m2.png
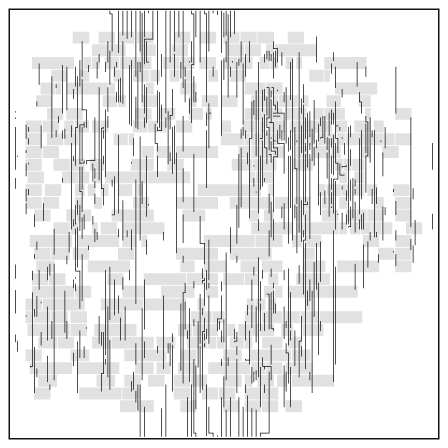
layers.png
Two of the layers only.
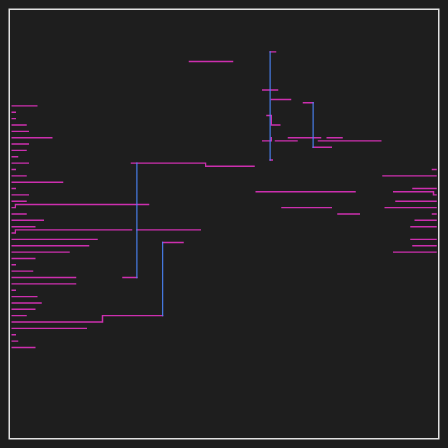
sizing.png
Bar = 20 µm.
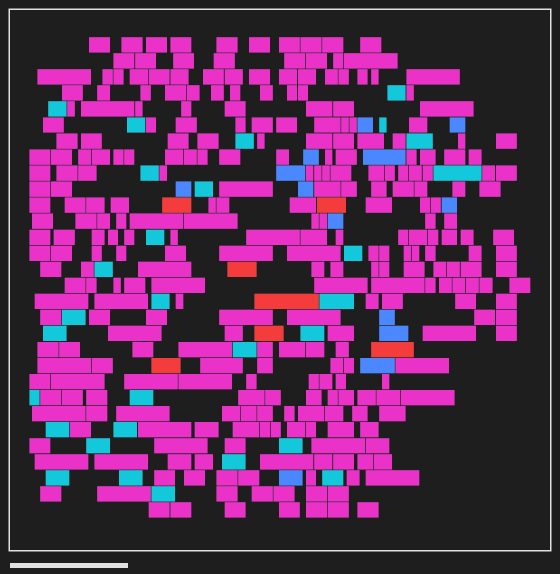
clock_nets.png
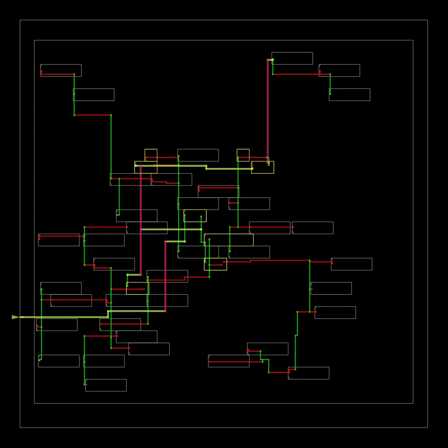
[config.mk]
export PLATFORM = sky130hd
export DESIGN_NAME = pifo_sched_ctrl
export DESIGN_NICKNAME = d
export VERILOG_FILES = /design/src/rtl/pifo_sched_pkg.sv /design/src/rtl/pifo_sched_rr_arb.sv /design/src/rtl/pifo_sched_ctrl.sv
export SDC_FILE = /design/constraint.sdc
export NUM_CORES = 1
export LEC_CHECK = 0
export CAP_MARGIN = 20
export CORE_MARGIN = 3
export CORE_UTILIZATION = 35
export DETAILED_ROUTE_END_ITERATION = 8
export GPL_ROUTABILITY_DRIVEN = 0
export GPL_TIMING_DRIVEN = 1
export PLACE_DENSITY = 0.66
export SETUP_SLACK_MARGIN = 0.3
export SLEW_MARGIN = 10
export SYNTH_ARGS = -nofsm -noshare
export SYNTH_HDL_FRONTEND = slang
export SYNTH_HIERARCHICAL = 1
export SYNTH_SLANG_ARGS = --single-unit
[constraint.sdc]
create_clock -name i_clk -period 3.91 [get_ports i_clk]
set_clock_uncertainty 0.05 [all_clocks]
set_input_delay 0.782 -clock i_clk [delete_from_list [all_inputs] [get_ports i_clk]]
set_output_delay 0.782 -clock i_clk [all_outputs]
set_load 0.02 [all_outputs]
[src/rtl/pifo_sched_pkg.sv]
// Shared types and sizing helpers for the PIFO scheduler controller.
package pifo_sched_pkg;

    typedef enum logic [0:0] {
        ST_IDLE = 1'b0,
        ST_GAP  = 1'b1
    } sched_state_t;

    // Bits needed to hold any value in [0, max_val]; never less than one.
    function automatic int unsigned cnt_w(input int unsigned max_val);
        return (max_val < 1) ? 1 : $clog2(max_val + 1);
    endfunction

endpackage

[src/rtl/pifo_sched_rr_arb.sv]
// Round-robin selector for push requesters; search restarts after the last winner.
module pifo_sched_rr_arb
    import pifo_sched_pkg::*;
#(
    parameter int unsigned NREQ = 4
) (
    input  logic            i_clk,
    input  logic            i_arst_n,
    input  logic [NREQ-1:0] i_req,
    input  logic [NREQ-1:0] i_mask,
    input  logic            i_adv,
    output logic [NREQ-1:0] o_gnt
);

    localparam int unsigned PW = (NREQ > 1) ? $clog2(NREQ) : 1;

    logic [PW-1:0]   ptr_q;
    logic [PW-1:0]   ptr_d;
    logic [PW-1:0]   idx;
    logic [NREQ-1:0] elig;
    logic            found;

    always_comb begin
        elig  = i_req & ~i_mask;
        o_gnt = '0;
        ptr_d = ptr_q;
        idx   = '0;
        found = 1'b0;
        for (int unsigned i = 0; i < NREQ; i++) begin
            idx = PW'((32'(ptr_q) + i) % NREQ);
            if (!found && elig[idx]) begin
                found      = 1'b1;
                o_gnt[idx] = 1'b1;
                if (i_adv) begin
                    ptr_d = PW'((32'(idx) + 1) % NREQ);
                end
            end
        end
    end

    always_ff @(posedge i_clk or negedge i_arst_n) begin
        if (!i_arst_n) begin
            ptr_q <= '0;
        end else begin
            ptr_q <= ptr_d;
        end
    end

endmodule

[src/rtl/pifo_sched_ctrl.sv]
// PIFO access controller: arbitrates pushes, paces pops, tracks occupancy.
// Optional statistics outputs are built only when PIFO_SCHED_STATS_EN is defined.
module pifo_sched_ctrl
    import pifo_sched_pkg::*;
#(
    parameter int unsigned PTW      = 10,
    parameter int unsigned MTW      = 0,
    parameter int unsigned NREQ     = 4,
    parameter int unsigned CAPACITY = 340,
    parameter int unsigned POP_GAP  = 1,
    parameter int unsigned POP_LAT  = 1
) (
    input  logic                             i_clk,
    input  logic                             i_arst_n,
    input  logic [NREQ-1:0]                  i_push_req,
    input  logic [NREQ*(PTW+MTW)-1:0]        i_push_data,
    output logic [NREQ-1:0]                  o_push_gnt,
    input  logic                             i_pop_req,
    output logic                             o_pop_ack,
    output logic                             o_pop_valid,
    output logic [PTW+MTW-1:0]               o_pop_data,
    output logic                             o_pifo_push,
    output logic [PTW+MTW-1:0]               o_pifo_push_data,
    output logic                             o_pifo_pop,
    input  logic [PTW+MTW-1:0]               i_pifo_pop_data,
    output logic [cnt_w(CAPACITY)-1:0]       o_count,
    output logic                             o_empty,
    output logic                             o_full
`ifdef PIFO_SCHED_STATS_EN
    ,
    output logic [31:0]                      o_stat_push_cnt,
    output logic [31:0]                      o_stat_pop_cnt,
    output logic [cnt_w(CAPACITY)-1:0]       o_stat_hwm
`endif
);

    localparam int unsigned EW       = PTW + MTW;
    localparam int unsigned CW       = cnt_w(CAPACITY);
    localparam int unsigned GW       = cnt_w(POP_GAP);
    localparam int unsigned LAT      = (POP_LAT < 1) ? 1 : POP_LAT;
    localparam logic [CW-1:0] CAP_C  = CW'(CAPACITY);
    localparam logic [GW-1:0] GAP_LD = GW'((POP_GAP > 0) ? POP_GAP - 1 : 0);

    sched_state_t    state_q, state_d;
    logic [GW-1:0]   gap_q, gap_d;
    logic [CW-1:0]   count_q, count_d;
    logic            push_q, push_d;
    logic [NREQ-1:0] gnt_q, gnt_d;
    logic [EW-1:0]   push_data_q, push_data_d;
    logic            pop_q, pop_d;
    logic [LAT-1:0]  vld_q, vld_d;
    logic [EW-1:0]   pop_data_q, pop_data_d;

    logic [NREQ-1:0] arb_gnt;
    logic            arb_adv;
    logic [EW-1:0]   win_data;
    logic            pop_elig;
    logic            push_elig;

    pifo_sched_rr_arb #(
        .NREQ (NREQ)
    ) u_arb (
        .i_clk    (i_clk),
        .i_arst_n (i_arst_n),
        .i_req    (i_push_req),
        .i_mask   (gnt_q),
        .i_adv    (arb_adv),
        .o_gnt    (arb_gnt)
    );

    always_comb begin
        win_data = '0;
        for (int unsigned k = 0; k < NREQ; k++) begin
            if (arb_gnt[k]) begin
                win_data = i_push_data[k*EW +: EW];
            end
        end
    end

    // Requesters still showing their grant are masked so a stale request is not regranted.
    always_comb begin
        pop_elig    = i_pop_req && (count_q != '0);
        push_elig   = (|(i_push_req & ~gnt_q)) && (count_q != CAP_C);
        state_d     = state_q;
        gap_d       = gap_q;
        count_d     = count_q;
        push_d      = 1'b0;
        pop_d       = 1'b0;
        gnt_d       = '0;
        push_data_d = push_data_q;
        arb_adv     = 1'b0;
        case (state_q)
            ST_IDLE: begin
                if (pop_elig) begin
                    pop_d   = 1'b1;
                    count_d = count_q - 1'b1;
                    if (POP_GAP > 0) begin
                        state_d = ST_GAP;
                        gap_d   = GAP_LD;
                    end
                end else if (push_elig) begin
                    push_d      = 1'b1;
                    gnt_d       = arb_gnt;
                    arb_adv     = 1'b1;
                    count_d     = count_q + 1'b1;
                    push_data_d = win_data;
                end
            end
            ST_GAP: begin
                if (gap_q == '0) begin
                    state_d = ST_IDLE;
                end else begin
                    gap_d = gap_q - 1'b1;
                end
            end
            default: state_d = ST_IDLE;
        endcase
        vld_d      = (vld_q << 1) | LAT'(pop_q);
        // Result is captured on the same edge that raises the final valid stage.
        pop_data_d = vld_d[LAT-1] ? i_pifo_pop_data : pop_data_q;
    end

    always_ff @(posedge i_clk or negedge i_arst_n) begin
        if (!i_arst_n) begin
            state_q     <= ST_IDLE;
            gap_q       <= '0;
            count_q     <= '0;
            push_q      <= 1'b0;
            gnt_q       <= '0;
            push_data_q <= '0;
            pop_q       <= 1'b0;
            vld_q       <= '0;
            pop_data_q  <= '0;
        end else begin
            state_q     <= state_d;
            gap_q       <= gap_d;
            count_q     <= count_d;
            push_q      <= push_d;
            gnt_q       <= gnt_d;
            push_data_q <= push_data_d;
            pop_q       <= pop_d;
            vld_q       <= vld_d;
            pop_data_q  <= pop_data_d;
        end
    end

    assign o_pifo_push      = push_q;
    assign o_push_gnt       = gnt_q;
    assign o_pifo_push_data = push_data_q;
    assign o_pifo_pop       = pop_q;
    assign o_pop_ack        = pop_q;
    assign o_pop_valid      = vld_q[LAT-1];
    assign o_pop_data       = pop_data_q;
    assign o_count          = count_q;
    assign o_empty          = (count_q == '0);
    assign o_full           = (count_q == CAP_C);

`ifdef PIFO_SCHED_STATS_EN
    logic [31:0]   stat_push_q, stat_push_d;
    logic [31:0]   stat_pop_q, stat_pop_d;
    logic [CW-1:0] hwm_q, hwm_d;

    always_comb begin
        stat_push_d = stat_push_q + {31'd0, push_d};
        stat_pop_d  = stat_pop_q + {31'd0, pop_d};
        hwm_d       = (count_d > hwm_q) ? count_d : hwm_q;
    end

    always_ff @(posedge i_clk or negedge i_arst_n) begin
        if (!i_arst_n) begin
            stat_push_q <= '0;
            stat_pop_q  <= '0;
            hwm_q       <= '0;
        end else begin
            stat_push_q <= stat_push_d;
            stat_pop_q  <= stat_pop_d;
            hwm_q       <= hwm_d;
        end
    end

    assign o_stat_push_cnt = stat_push_q;
    assign o_stat_pop_cnt  = stat_pop_q;
    assign o_stat_hwm      = hwm_q;
`endif

endmodule
==> impl_metrics.ini <==
; physical design summary
[outcome]
status = finished, final reports clean

[placed_design]
dp_hpwl_um = 5140
placed_area_um2 = 3620
dp_cells = 437

[logic_synthesis]
flop_cell = dfrtp_1
top_cell_area_share_pct = 37.1
async_flop_share_pct = 100
syn-cell-area_um2 = 2560

[finish]
clock_cell_area_share_pct = 3.05
final_cells = 445
diodes = 0

[power_and_ir_drop]
intPower_uw = 1710
p_seq_uw = 691

[setup_path]
path_cells = clkdlybuf4s50_1 > nor2b_1 > mux2i_1 > a21oi_1 > a31oi_1 > a222oi_1 > nand2_1 > buf_4 > a221oi_1 > nor3_1 > a21oi_1 > a21oi_2
critPathMaxStageDelay_ps = 500
reg2reg_depth = 8
cp.arrival_ps = 3530

[cts]
cts_tree = built

[route]
wl_met2_um = 3280
routedWlPerCell_um = 15.5

[die]
tapCellCount = 96
fp_util_pct = 36.9

[worst_hold_path]
whs_endpoint = o_pop_data[1]

[final_timing]
holdWs_ps = 466
Back to the opening pictures, m2.png:
main direction: vertical
longest straight run: 38.8 µm
wire length on this layer: 3280 µm
nets with wire on the layer: 354

Back to the opening pictures, layers.png:
| color | layer | wire length |
|---|---|---|
| blue | M4 | 72.8 µm |
| magenta | M3 | 505 µm |
Vias: 2315
gr usage total: 16.7%
Detailed Route WL: 6910 µm

Back to the opening pictures, sizing.png:
| color | size | cells | share |
|---|---|---|---|
| red | x6 and larger | 7 | 2.0% |
| blue | x3 and x4 | 13 | 3.7% |
| magenta | x1 and smaller | 300 | 86% |
| cyan | x2 | 29 | 8.3% |

Back to the opening pictures, clock_nets.png:
Power Clock: 349 µW
clock sink total: 38
seq_cells: 38
Num CTS Buffers: 5

[cell families (layout without fill, tap and decap cells)]
group / after synthesis / after routing / synth area share [%]
xor gates and xnor gates: 9 / 9 / 3.07
and+or+nand+nor: 80 / 80 / 18.3
AOI/OAI and AO/OA: 71 / 71 / 20.7
DFF: 38 / 38 / 37.1
muxes: 22 / 22 / 9.91
adders and majority gates: 16 / 16 / 8.10
buffers and inverters: 15 / 113 / 2.83
[registers in the layout, summed over array words and instances, names as in the netlist]
register / count
o_count: 9
o_pifo_pop: 1
o_pifo_push: 1
o_pifo_push_data: 10
o_pop_data: 10
o_pop_valid: 1
o_push_gnt: 4
u_arb/ptr_q: 2
[worst max-delay path: cells and delay by family]
family | cells | cell delay [ps]
muxes | 1 | 230
AOI/OAI and AO/OA | 6 | 1180
and+or+nand+nor | 3 | 630
buffers and inverters | 2 | 710
[layout by cell type (no fill, tap or decap), types with 2 or more instances in the layout]
master,Yosys,final
a21oi_2,9,9
inv_1,3,3
mux2_2,13,13
a222oi_1,4,4
buf_4,2,6
clkdlybuf4s50_1,0,94
a221oi_1,10,10
a21o_1,2,2
dfrtp_1,38,38
mux2i_1,4,4
clkbuf_8,0,5
o21a_1,4,4
a31oi_1,2,2
and2_1,4,4
nand2_1,9,9
o21ai_0,6,6
ha_1,15,15
clkinvlp_4,0,2
nor3_1,18,18
nand2b_1,8,8
mux2_1,4,4
nor2b_4,1,2
o21bai_1,2,2
a21oi_1,19,19
xnor2_1,8,8
nand4_1,3,3
nor2b_1,15,14
a211oi_1,3,3
nor2_1,12,12
[timing repair]
item                       CTS  global route
gates resized                0             2
hold buffers                 0             0
buffers inserted             0             0
setup endpoints to repair    0            10
[metal layers]
layer	vias up	global-route usage [%]
met4	0	3.27
met2	85	25.9
met5	-	0
li1	1129	-
met3	9	5.72
met1	1092	22.6
Power and IR drop assume default switching activity.
